<file path="config.mk">
export PLATFORM = sky130hd
export DESIGN_NAME = instruction_decode
export DESIGN_NICKNAME = d
export VERILOG_FILES = /design/src/rtl/instruction_decode_pkg.sv /design/src/rtl/instruction_decode_register_file.sv /design/src/rtl/instruction_decode.sv
export SDC_FILE = /design/constraint.sdc
export NUM_CORES = 1
export LEC_CHECK = 0
export ABC_AREA = 1
export CORE_ASPECT_RATIO = 1.5
export CORE_MARGIN = 1.5
export CORE_UTILIZATION = 50
export CTS_CLUSTER_DIAMETER = 150
export DETAILED_ROUTE_END_ITERATION = 16
export GPL_TIMING_DRIVEN = 0
export MAX_ROUTING_LAYER = met4
export PLACE_DENSITY = 0.81
export SYNTH_ARGS = -nofsm -noshare
export SYNTH_HDL_FRONTEND = slang
export SYNTH_SLANG_ARGS = --single-unit
</file>
<file path="constraint.sdc">
create_clock -name clk -period 2.93 [get_ports clk]
set_input_delay 0.293 -clock clk [delete_from_list [all_inputs] [get_ports clk]]
set_output_delay 0.293 -clock clk [all_outputs]
set_load 0.05 [all_outputs]
</file>
<file path="src/rtl/instruction_decode_pkg.sv">
// Shared processor definitions: opcodes and instruction field positions.
// Used by instruction_decode (optional bypass: INSTRUCTION_DECODE_FWD_EN).
package instruction_decode_pkg;

  typedef enum logic [1:0] {
    OP_MOV = 2'b00,
    OP_ADD = 2'b01,
    OP_RSV = 2'b10,
    OP_JMP = 2'b11
  } op_e;

  localparam int INSN_W  = 8;
  localparam int OP_LSB  = 6;
  localparam int RD_LSB  = 3;
  localparam int RS_LSB  = 0;
  localparam int TGT_LSB = 0;
  localparam int REG_AW  = 3;
  localparam int TGT_W   = 6;
  localparam int NREGS   = 8;

  function automatic op_e insn_op(input logic [INSN_W-1:0] insn);
    return op_e'(insn[OP_LSB +: 2]);
  endfunction

  function automatic logic has_regs(input op_e op);
    return (op == OP_MOV) || (op == OP_ADD);
  endfunction

endpackage

</file>
<file path="src/rtl/instruction_decode_register_file.sv">
// 8-entry register file: one write port, two combinational read ports.
// Entries reset asynchronously to RST_VAL.
module register_file
  import instruction_decode_pkg::*;
#(
  parameter int              DATA_W  = 8,
  parameter logic [DATA_W-1:0] RST_VAL = '0
) (
  input  logic              clk,
  input  logic              reset,
  input  logic              we,
  input  logic [REG_AW-1:0] waddr,
  input  logic [DATA_W-1:0] wdata,
  input  logic [REG_AW-1:0] raddr_a,
  output logic [DATA_W-1:0] rdata_a,
  input  logic [REG_AW-1:0] raddr_b,
  output logic [DATA_W-1:0] rdata_b
);

  logic [DATA_W-1:0] mem_q [NREGS];
  logic [DATA_W-1:0] mem_d [NREGS];

  always_comb begin
    mem_d = mem_q;
    if (we) mem_d[waddr] = wdata;
  end

  always_ff @(posedge clk or posedge reset) begin
    if (reset) mem_q <= '{default: RST_VAL};
    else       mem_q <= mem_d;
  end

  assign rdata_a = mem_q[raddr_a];
  assign rdata_b = mem_q[raddr_b];

endmodule

</file>
<file path="src/rtl/instruction_decode.sv">
// Decode stage: valid/ready skid-free output register plus register file.
// Define INSTRUCTION_DECODE_FWD_EN to bypass write-back data into reads.
module instruction_decode
  import instruction_decode_pkg::*;
#(
  parameter int                DATA_W      = 8,
  parameter logic [DATA_W-1:0] REG_RST_VAL = '0
) (
  input  logic              clk,
  input  logic              reset,
  input  logic              if_valid,
  input  logic [INSN_W-1:0] instruction_code,
  output logic              id_ready,
  input  logic              ex_ready,
  input  logic              wb_en,
  input  logic [REG_AW-1:0] wb_addr,
  input  logic [DATA_W-1:0] wb_data,
  output logic              id_valid,
  output logic [1:0]        id_op,
  output logic [REG_AW-1:0] id_rd,
  output logic [DATA_W-1:0] id_rd_data,
  output logic [DATA_W-1:0] id_rs_data,
  output logic              id_jump,
  output logic [TGT_W-1:0]  id_target
);

  op_e               op;
  logic [REG_AW-1:0] rd_idx, rs_idx;
  logic [DATA_W-1:0] rf_rd, rf_rs;
  logic [DATA_W-1:0] rd_fwd, rs_fwd;
  logic              accept;

  logic              valid_q, valid_d;
  op_e               op_q, op_d;
  logic [REG_AW-1:0] rd_q, rd_d;
  logic [DATA_W-1:0] rd_data_q, rd_data_d;
  logic [DATA_W-1:0] rs_data_q, rs_data_d;
  logic              jump_q, jump_d;
  logic [TGT_W-1:0]  target_q, target_d;

  assign op     = insn_op(instruction_code);
  assign rd_idx = instruction_code[RD_LSB +: REG_AW];
  assign rs_idx = instruction_code[RS_LSB +: REG_AW];

  register_file #(
    .DATA_W  (DATA_W),
    .RST_VAL (REG_RST_VAL)
  ) u_rf (
    .clk     (clk),
    .reset   (reset),
    .we      (wb_en),
    .waddr   (wb_addr),
    .wdata   (wb_data),
    .raddr_a (rd_idx),
    .rdata_a (rf_rd),
    .raddr_b (rs_idx),
    .rdata_b (rf_rs)
  );

`ifdef INSTRUCTION_DECODE_FWD_EN
  assign rd_fwd = (wb_en && wb_addr == rd_idx) ? wb_data : rf_rd;
  assign rs_fwd = (wb_en && wb_addr == rs_idx) ? wb_data : rf_rs;
`else
  assign rd_fwd = rf_rd;
  assign rs_fwd = rf_rs;
`endif

  assign id_ready = !valid_q || ex_ready;
  assign accept   = if_valid && id_ready;

  always_comb begin
    valid_d   = valid_q;
    op_d      = op_q;
    rd_d      = rd_q;
    rd_data_d = rd_data_q;
    rs_data_d = rs_data_q;
    jump_d    = jump_q;
    target_d  = target_q;
    if (valid_q && ex_ready) valid_d = 1'b0;
    // Reserved ops fall through: consumed, register only vacated.
    if (accept) begin
      unique case (1'b1)
        has_regs(op): begin
          valid_d   = 1'b1;
          op_d      = op;
          rd_d      = rd_idx;
          rd_data_d = rd_fwd;
          rs_data_d = rs_fwd;
          jump_d    = 1'b0;
          target_d  = '0;
        end
        (op == OP_JMP): begin
          valid_d   = 1'b1;
          op_d      = op;
          rd_d      = '0;
          rd_data_d = '0;
          rs_data_d = '0;
          jump_d    = 1'b1;
          target_d  = instruction_code[TGT_LSB +: TGT_W];
        end
        default: ;
      endcase
    end
  end

  always_ff @(posedge clk or posedge reset) begin
    if (reset) begin
      valid_q   <= 1'b0;
      op_q      <= OP_MOV;
      rd_q      <= '0;
      rd_data_q <= '0;
      rs_data_q <= '0;
      jump_q    <= 1'b0;
      target_q  <= '0;
    end else begin
      valid_q   <= valid_d;
      op_q      <= op_d;
      rd_q      <= rd_d;
      rd_data_q <= rd_data_d;
      rs_data_q <= rs_data_d;
      jump_q    <= jump_d;
      target_q  <= target_d;
    end
  end

  assign id_valid   = valid_q;
  assign id_op      = op_q;
  assign id_rd      = rd_q;
  assign id_rd_data = rd_data_q;
  assign id_rs_data = rs_data_q;
  assign id_jump    = jump_q;
  assign id_target  = target_q;

endmodule

</file>
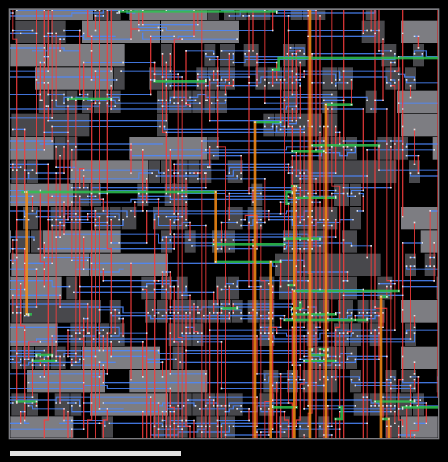
detail.png
Scale bar: 20 µm. Region (16, 60) to (66, 110) µm. Cells in grey, sequential cells in the stronger grey; small squares are vias.
layer	colour
metal 4	orange
metal 1	blue
metal 2	red
metal 3	green
most frequent	nand2_1 (76), nand3_1 (30), inv_1 (23)
netlist names of flops here include	u_rf.mem_q (18), id_rs_data (1)
cells with their middle in the window	199
sequential cells in the window	19

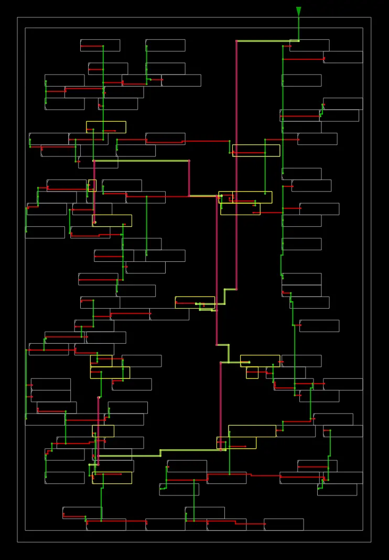
clocks.png
Late-Pin Clk Latency: 340 ps
Clk power: 1290 µW
CTS sink count: 93
total CTS buffers: 9

==> impl_metrics.env <==
# implementation run metrics
export IMPL_status="complete, no violations"
export IMPL_drive_gt1_share_pct=8.06
export IMPL_syn_nets=653
export IMPL_maxCapViolations=0
export IMPL_grt_pass1_vias=4262
export IMPL_pin_count=54
export IMPL_placed_area_mm2=0.00539
export IMPL_rsz0062_at_grt="false"
export IMPL_max_slew_margin_pct=64.3
export IMPL_grt_max_degree=67
export IMPL_fillers=801
export IMPL_syn_mean_instance_area_um2=7.52
export IMPL_slowest_stage="clkdlybuf4s50_1"
export IMPL_common_cells="241 x nand2_1, 93 x dfrtp_1, 81 x o21ai_0"
export IMPL_cp_common_cell="clkdlybuf4s50_1"
export IMPL_track_usage_pct=31.7
export IMPL_logic_area_mm2=0.00193
export IMPL_p_leak_uw=0.00289
export IMPL_die_width_um=82.4
export IMPL_topCellsByArea="dfrtp_1 49%, nand2_1 19%, o21ai_0 8.6%"
export IMPL_synth_top_cell_by_count="nand2_1"
export IMPL_path_buffers=3
export IMPL_cts_hold_buf=0
export IMPL_die_h_um=122
export IMPL_path_clk_slew_ps=60
export IMPL_critPathCapture="id_ready"
export IMPL_fin_area_mm2=0.00573
export IMPL_via_per_inst=5.47
export IMPL_path_cells="clkdlybuf4s50_1 > inv_1 > nand2_1 > clkdlybuf4s50_1"
export IMPL_power_frac_clock_pct=32.2
export IMPL_crit_path_start_kind="input port"
export IMPL_setup_violations=0
export IMPL_slew_viol_final=0
export IMPL_ys_sh_aoi_pct=13.9
export IMPL_fa_ha_area_share_pct=0
export IMPL_final_net_count=714
export IMPL_ir_drop_mv=0.413
export IMPL_worst_pin_slew_ps=536
export IMPL_final_util_pct=62.2
export IMPL_worstPathMaxFanout=2
export IMPL_gp_congestion=1.08
export IMPL_htree_levels=3
export IMPL_drt_wirelength_per_cell_um=17.4
export IMPL_cp_depth=4
export IMPL_cts_root_buf="clkbuf_16"
export IMPL_drtIter0Drc=443
export IMPL_clock_path_buffers=2
export IMPL_num_rows=43
export IMPL_comb_power_share_pct=25.8
export IMPL_top_area_cell="dfrtp_1"
export IMPL_initCoreUtil_pct=51.4
export IMPL_mux_share_pct=0
export IMPL_power_density_mw_per_mm2=696
export IMPL_reg2reg_to="id_rd_data[2]"
export IMPL_async_flop_share_pct=100
export IMPL_syn_cell_area_mm2=0.00473
export IMPL_syn2layout_area_growth_pct=21.0
export IMPL_enable_flop_cells=0
export IMPL_skew_ps=6.25
export IMPL_ys_seq_share_pct=49.2
export IMPL_synth_top_area_share_pct=49.2
export IMPL_pg_comb_uw=1030
export IMPL_ys_sh_simple_pct=26.8
export IMPL_ys_flops=93
export IMPL_rrSetupSlack_ps=1520
export IMPL_power_leader="sequential cells"
export IMPL_dr_pass1_iters=6
export IMPL_period_needed_ps=2000
export IMPL_reg2reg_depth=5
export IMPL_port_buffers=49
export IMPL_min_delay_path_class="input port to async pin"
export IMPL_yosys_stat_cells=629
export IMPL_antennaDiodeCount=0
export IMPL_yosysChipArea_mm2=0.00473
export IMPL_vias=4413
export IMPL_totalWireLength_um=14100
export IMPL_ys_warnings_count=0
export IMPL_fp_coreArea_mm2=0.00920
export IMPL_overflow=0
export IMPL_netSwitchingFraction_pct=33.5
export IMPL_chip_area_mm2=0.0101
export IMPL_syn_inst=629
export IMPL_xor_share_pct=0
export IMPL_critPathTopFamily="buffers and inverters"
export IMPL_rr_startpoint="id_valid"
export IMPL_hpwl_um=10600
export IMPL_required_ps=2640
export IMPL_seq_power_share_pct=42.0
export IMPL_worstPathArrival_ps=1700
export IMPL_timing_final_crit_share_pct=68.2
export IMPL_p_seq_uw=1670
export IMPL_max_stage_delay_ps=810
export IMPL_p_int_uw=2650
export IMPL_drc=0
export IMPL_grt_pass1_wl_um=22600
export IMPL_crit_path_start="ex_ready"
export IMPL_finalHoldViolations=0
export IMPL_netSwitchingPower_uw=1330
export IMPL_warnings=26
export IMPL_worst_setup_path_type="input port to output port"
export IMPL_postCtsResizedCells=0
export IMPL_drt_antenna_violating_nets=0
export IMPL_fmax_ghz=0.501
export IMPL_logic_family="simple AND/OR/NAND/NOR gates"
export IMPL_register_area_mm2=0.00233
export IMPL_yosysUniqueCellTypes=20
export IMPL_synth_main_ff_cell="dfrtp_1"
export IMPL_cts_setup_buffers=0
export IMPL_antenna_found_initial=0
export IMPL_cts_tree="yes"
export IMPL_cp_end_kind="output port"
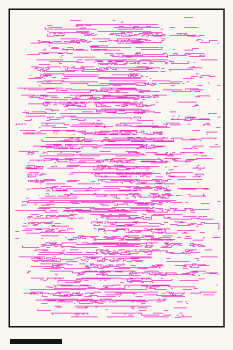
layer_met1.png
Scale bar: 20 µm.
longest straight run	50.1 µm
nets with wire on the layer	642
share of all routed wire	43%
wire length on this layer	6,020 µm

layout make-up:
class / instances / area share (%)
inverters: 79 / 5.22
plain buffers: 31 / 3.15
clock inverters: 5 / 1.42
repair buffers: 50 / 9.05
flip-flops and latches: 93 / 40.6
multi-input cells: 426 / 33.7
well taps: 112 / 2.45
clock buffers: 11 / 4.41
metal layers:
metal | global-route usage [%] | wire, µm
met1 | 40.5 | 6020
met2 | 50.2 | 6900
met4 | 13.3 | 480
met3 | 4.12 | 662
met5 | - | 0
layout by cell type, fill, tap and decap left out:
master / n
clkinvlp_4: 1
inv_1: 75
clkbuf_2: 1
inv_4: 1
inv_6: 1
bufinv_16: 2
clkdlybuf4s50_1: 49
buf_6: 4
nor2_1: 9
nor2_2: 3
a22o_1: 1
clkinv_1: 1
buf_2: 23
o21ai_2: 1
clkbuf_8: 2
nor3_4: 1
inv_2: 2
buf_16: 1
a21oi_4: 1
clkbuf_16: 9
dfrtp_1: 93
clkinv_2: 1
nand2_2: 1
nand2_1: 241
nand3_1: 58
o21ai_0: 81
clkbuf_1: 2
buf_4: 1
o211ai_1: 29
state kept, by name (all words and copies together), names as in the netlist:
register,cells
id_rd,3
id_rd_data,8
id_rs_data,8
u_rf.mem_q,64
id_jump,1
id_target,6
id_op,2
id_valid,1
metrics by stage:
| step | power (µW) | setup slack [ps] | TNS [ps] | std cells | hold slack (ps) |
|---|---|---|---|---|---|
| after floorplan | 2340 | 217 | 0 | 629 | 414 |
| final | 3990 | 933 | 0 | 807 | 273 |
| after CTS | 3990 | 930 | 0 | 807 | 290 |
| after detailed placement | 2710 | 939 | 0 | 791 | 458 |
| after global placement | 2680 | -944 | -86850 | 790 | 458 |
| after global routing | 4180 | 869 | 0 | 807 | 319 |
Power and IR drop assume default switching activity.
